--- src/rtl/translate_ascii_to_hex.sv ---
// Streaming ASCII-hex to binary word parser: NUM_BYTES*2 hex digits, MSB first,
// are packed into one word that is presented on a valid/ready output.
module translate_ascii_to_hex #(
    parameter int NUM_BYTES = 2,
    localparam int W  = NUM_BYTES * 8,
    localparam int ND = NUM_BYTES * 2,
    localparam int CW = $clog2(ND + 1)
) (
    input  logic          clk,
    input  logic          rst,
    input  logic [7:0]    in_data,
    input  logic          in_valid,
    output logic          in_ready,
    output logic [W-1:0]  out_data,
    output logic          out_valid,
    input  logic          out_ready,
    output logic          err,
    output logic [7:0]    err_char,
    output logic [CW-1:0] digit_count,
    output logic [1:0]    dbg_state
);

    // Handshakes: a transfer happens on a rising edge where valid && ready.
    // in_ready depends only on the state register; out_data is held stable
    // for as long as out_valid is high and out_ready is low.

    typedef enum logic [1:0] {
        IDLE    = 2'd0,
        COLLECT = 2'd1,
        HOLD    = 2'd2
    } state_t;

    state_t        state, state_n;
    logic [W-1:0]  shreg, shreg_n;
    logic [W-1:0]  data_n;
    logic [W-1:0]  shifted;
    logic [CW-1:0] count_n;
    logic          valid_n;
    logic          err_n;
    logic [7:0]    err_char_n;
    logic          is_num, is_upper, is_lower, is_hex, is_sep, accept;
    logic [3:0]    nibble;

    assign in_ready  = (state != HOLD);
    assign dbg_state = state;

    always_ff @(posedge clk) begin
        if (rst) begin
            state       <= IDLE;
            shreg       <= '0;
            out_data    <= '0;
            out_valid   <= 1'b0;
            err         <= 1'b0;
            err_char    <= 8'h00;
            digit_count <= '0;
        end else begin
            state       <= state_n;
            shreg       <= shreg_n;
            out_data    <= data_n;
            out_valid   <= valid_n;
            err         <= err_n;
            err_char    <= err_char_n;
            digit_count <= count_n;
        end
    end

    always_comb begin
        is_num   = (in_data >= 8'h30) && (in_data <= 8'h39);
        is_upper = (in_data >= 8'h41) && (in_data <= 8'h46);
        is_lower = (in_data >= 8'h61) && (in_data <= 8'h66);
        is_hex   = is_num || is_upper || is_lower;
        is_sep   = (in_data == 8'h20) || (in_data == 8'h0D) || (in_data == 8'h0A);
        // Letters 'A'/'a' have low nibble 1, so +9 maps them onto 10..15.
        nibble   = is_num ? in_data[3:0] : (in_data[3:0] + 4'd9);
        accept   = in_valid && in_ready;
        shifted  = {shreg[W-5:0], nibble};
    end

    always_comb begin
        state_n    = state;
        shreg_n    = shreg;
        data_n     = out_data;
        valid_n    = out_valid;
        count_n    = digit_count;
        err_n      = 1'b0;
        err_char_n = err_char;
        case (state)
            IDLE: begin
                if (accept) begin
                    if (is_hex) begin
                        shreg_n = {{(W-4){1'b0}}, nibble};
                        count_n = CW'(1);
                        state_n = COLLECT;
                    end else if (!is_sep) begin
                        err_n      = 1'b1;
                        err_char_n = in_data;
                    end
                end
            end
            COLLECT: begin
                if (accept) begin
                    if (is_hex) begin
                        if (digit_count == CW'(ND - 1)) begin
                            data_n  = shifted;
                            valid_n = 1'b1;
                            shreg_n = '0;
                            count_n = '0;
                            state_n = HOLD;
                        end else begin
                            shreg_n = shifted;
                            count_n = digit_count + CW'(1);
                        end
                    end else begin
                        // Any non-digit mid-word, separators included, aborts it.
                        err_n      = 1'b1;
                        err_char_n = in_data;
                        shreg_n    = '0;
                        count_n    = '0;
                        state_n    = IDLE;
                    end
                end
            end
            HOLD: begin
                if (out_ready) begin
                    valid_n = 1'b0;
                    state_n = IDLE;
                end
            end
            default: begin
                state_n = IDLE;
                valid_n = 1'b0;
                count_n = '0;
                shreg_n = '0;
            end
        endcase
    end

endmodule

--- config.mk ---
export PLATFORM = sky130hd
export DESIGN_NAME = translate_ascii_to_hex
export DESIGN_NICKNAME = d
export VERILOG_FILES = /design/src/rtl/translate_ascii_to_hex.sv
export SDC_FILE = /design/constraint.sdc
export NUM_CORES = 1
export LEC_CHECK = 0
export CAP_MARGIN = 20
export CORE_MARGIN = 3
export CORE_UTILIZATION = 33
export CTS_CLUSTER_DIAMETER = 30
export DETAILED_ROUTE_END_ITERATION = 6
export PLACE_DENSITY_LB_ADDON = 0.2
export SYNTH_ARGS = -nofsm -noshare
export SYNTH_HDL_FRONTEND = slang
export SYNTH_SLANG_ARGS = --single-unit
--- constraint.sdc ---
create_clock -name clk -period 5 [get_ports clk]
set_input_delay 0.75 -clock clk [delete_from_list [all_inputs] [get_ports clk]]
set_output_delay 0.75 -clock clk [all_outputs]
set_load 0.005 [all_outputs]
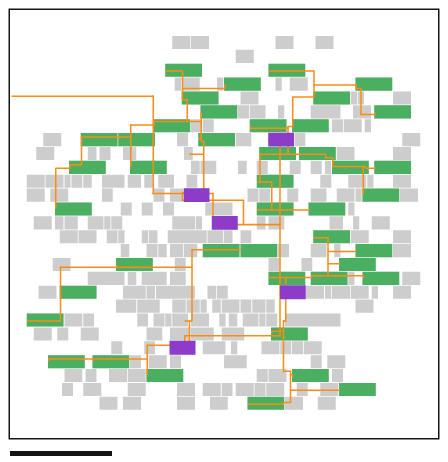
**Above:** clock distribution.
The bar under the picture is 20 um long.
clock wires: in orange, length 557 um. clock drivers: in purple, count 5. flip-flops: in green, count 43.
There are 6 routed clock nets. Position of the flops: spread over the die.
clk_lat worst skew: 0.30 ns
Clk pwr share: 0.392
Clk power: 0.272 mW
Worst Skew: 0.004014 ns

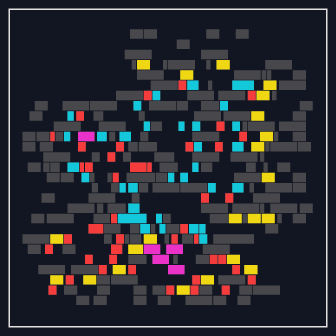
**Above:** gate-type map.
adder and majority cells: in magenta, cells 5, where south. multiplexers: in yellow, cells 22. inverting AOI/OAI gates: in cyan, cells 32. NAND gates: in red, cells 42.

==> flow_summary.ini <==
; implementation run metrics
[floorplan]
core_region_area_um2 = 5675
dieArea_um2 = 7037
fp_util = 0.3527
top_level_ports = 44
die_x_um = 83.89

[hold_path]
hold_path_startpoint = err_char[4]
holdPathEnd = err_char[4]
min_path_cells = 2

[route]
num_vias = 1584
ant_nets = 0
drt-initial-drc-count = 70
wl_per_cell_um = 13.40
dr.pass1.iters = 4
drcViolationCount = 0
routed_wl_um = 4275
viasPerCell = 4.966

[yosys]
ys_types = 46
avgSynthCellArea_um2 = 9.862
common_cells = 43 x dfxtp_1, 29 x nand2b_1, 21 x mux2i_1
synth_area_um2 = 2002
ys.flop_type = dfxtp_1
yosys.cell_count.top_type = dfxtp_1
ys_async_sr_fraction = 0
yosys.area_share.xor_xnor = 0.004375
synth_top_cell_by_area = dfxtp_1
ys_area_um2 = 2002
ys_sh_adder = 0.03125
synth-edff-count = 0
ys_cells = 203
netlist.area_leader.share = 0.4300
area_leaders = dfxtp_1 43%, mux2i_1 11%, nand2b_1 9.1%, ha_1 3.1%, nor2_1 2.8%
simple_gate_share = 0.2556

[power]
switching_share = 0.2318
peakVddDrop_mv = 0.08637
switchingPower_mw = 0.1607
p_total_mw = 0.6934
p_leak_nw = 0.8970
pwr-share-seq = 0.507
intPower_mw = 0.5327
comb_power_share = 0.101

[critical_path]
cp_data_arrival_time_ns = 3.17
r2r-start = dbg_state[0]
cp.required_ns = 5.21
crit_fanout = 9
critPathKind = input port to flip-flop
endpoint = digit_count[0]
critPathLaunchType = input port
critPathLaunch = in_data[0]

[global_route]
top_usage_layer = met2
grt_pass1_vias = 1599
overflow = 0
use_met2 = 0.1938
grt_max_degree = 31
grt_util_met3 = 0.03850
grt_pass1_wl_um = 7569
use_met1 = 0.1808

[clock_tree]
cts_buffers = 5
cts_tree = built
path_clk_slew_ns = 0.08
cts_resized = 0
cts-hold-fix-buffers = 0
root_buffer = clkbuf_8
clk_path_buf_depth = 2

[timing]
final_max_slew_viol_count = 0
fin_crit_ns = 2.963
hold_viol = 0
max_freq_mhz = 337.5
setup_viol = 0
rsz0062_at_grt = no
post-route-period-util = 0.5925
fin_tns_setup_ns = 0

[place]
gp_congestion = 0.7692
io_buffers = 43

[cells_and_area]
final_nets = 263
fillCellCount = 554
mostFrequentLayoutCells = 43 x dfxtp_1, 43 x clkdlybuf4s50_1, 29 x nand2b_1
drive_above_1_share = 0.09312
num_antenna_cells = 0

[status]
status = completed
==> power groups by stage <==
| stage | sequential [mW] | clock, mW | combinational (mW) |
|---|---|---|---|
| final | 0.352 | 0.272 | 0.0700 |
| after global routing | 0.353 | 0.298 | 0.0772 |
| after CTS | 0.352 | 0.281 | 0.0707 |
| after detailed placement | 0.360 | 0 | 0.0703 |
| after global placement | 0.360 | 0 | 0.0702 |
| after floorplan | 0.360 | 0 | 0.0388 |
==> area by class of cell <==
cell class	count	area [um2]	area share
Clock buffer	5	68.82	0.02627
Clock inverter	3	43.79	0.01671
Inverter	7	26.28	0.01003
Multi-Input combinational cell	143	1070	0.4083
Sequential cell	43	860.8	0.3286
Tap cell	72	90.09	0.03438
Timing Repair Buffer	46	460.4	0.1757
==> sequential cells by signal, indices dropped and copies added (netlist names) <==
| register | cells |
|---|---|
| shreg | 12 |
| out_valid | 1 |
| dbg_state | 2 |
| out_data | 16 |
| digit_count | 3 |
| err | 1 |
| err_char | 8 |
==> logic make-up after synthesis <==
group	after synthesis
AND/OR/NAND/NOR	79
flip-flops	43
AND-OR/OR-AND	36
multiplexers	22
buffers and inverters	17
adder cells (fa/ha/maj)	5
XOR/XNOR	1
==> stage by stage <==
step | util | cell area, um2 | instances | setup slack [ns]
2_1_floorplan | - | 2002 | 203 | 2.640
3_3_place_gp | 0.4392 | 2492 | 310 | 1.515
3_5_place_dp | 0.4392 | 2492 | 310 | 1.453
4_1_cts | 0.4590 | 2605 | 318 | 1.758
5_1_grt | 0.4616 | 2620 | 319 | 1.891
6_report | 0.4616 | 2620 | 319 | 2.037
==> worst max-delay path, cell delays in order <==
cell and delay (ns):
clkdlybuf4s50_1 0.59, inv_1 0.10, ha_1 0.26, or4b_4 0.24, a31oi_4 0.10, nor2_2 0.45
nand3_1 0.33, o32ai_1 0.34
Power figures rest on the tool's default switching activity, not on a simulated workload.
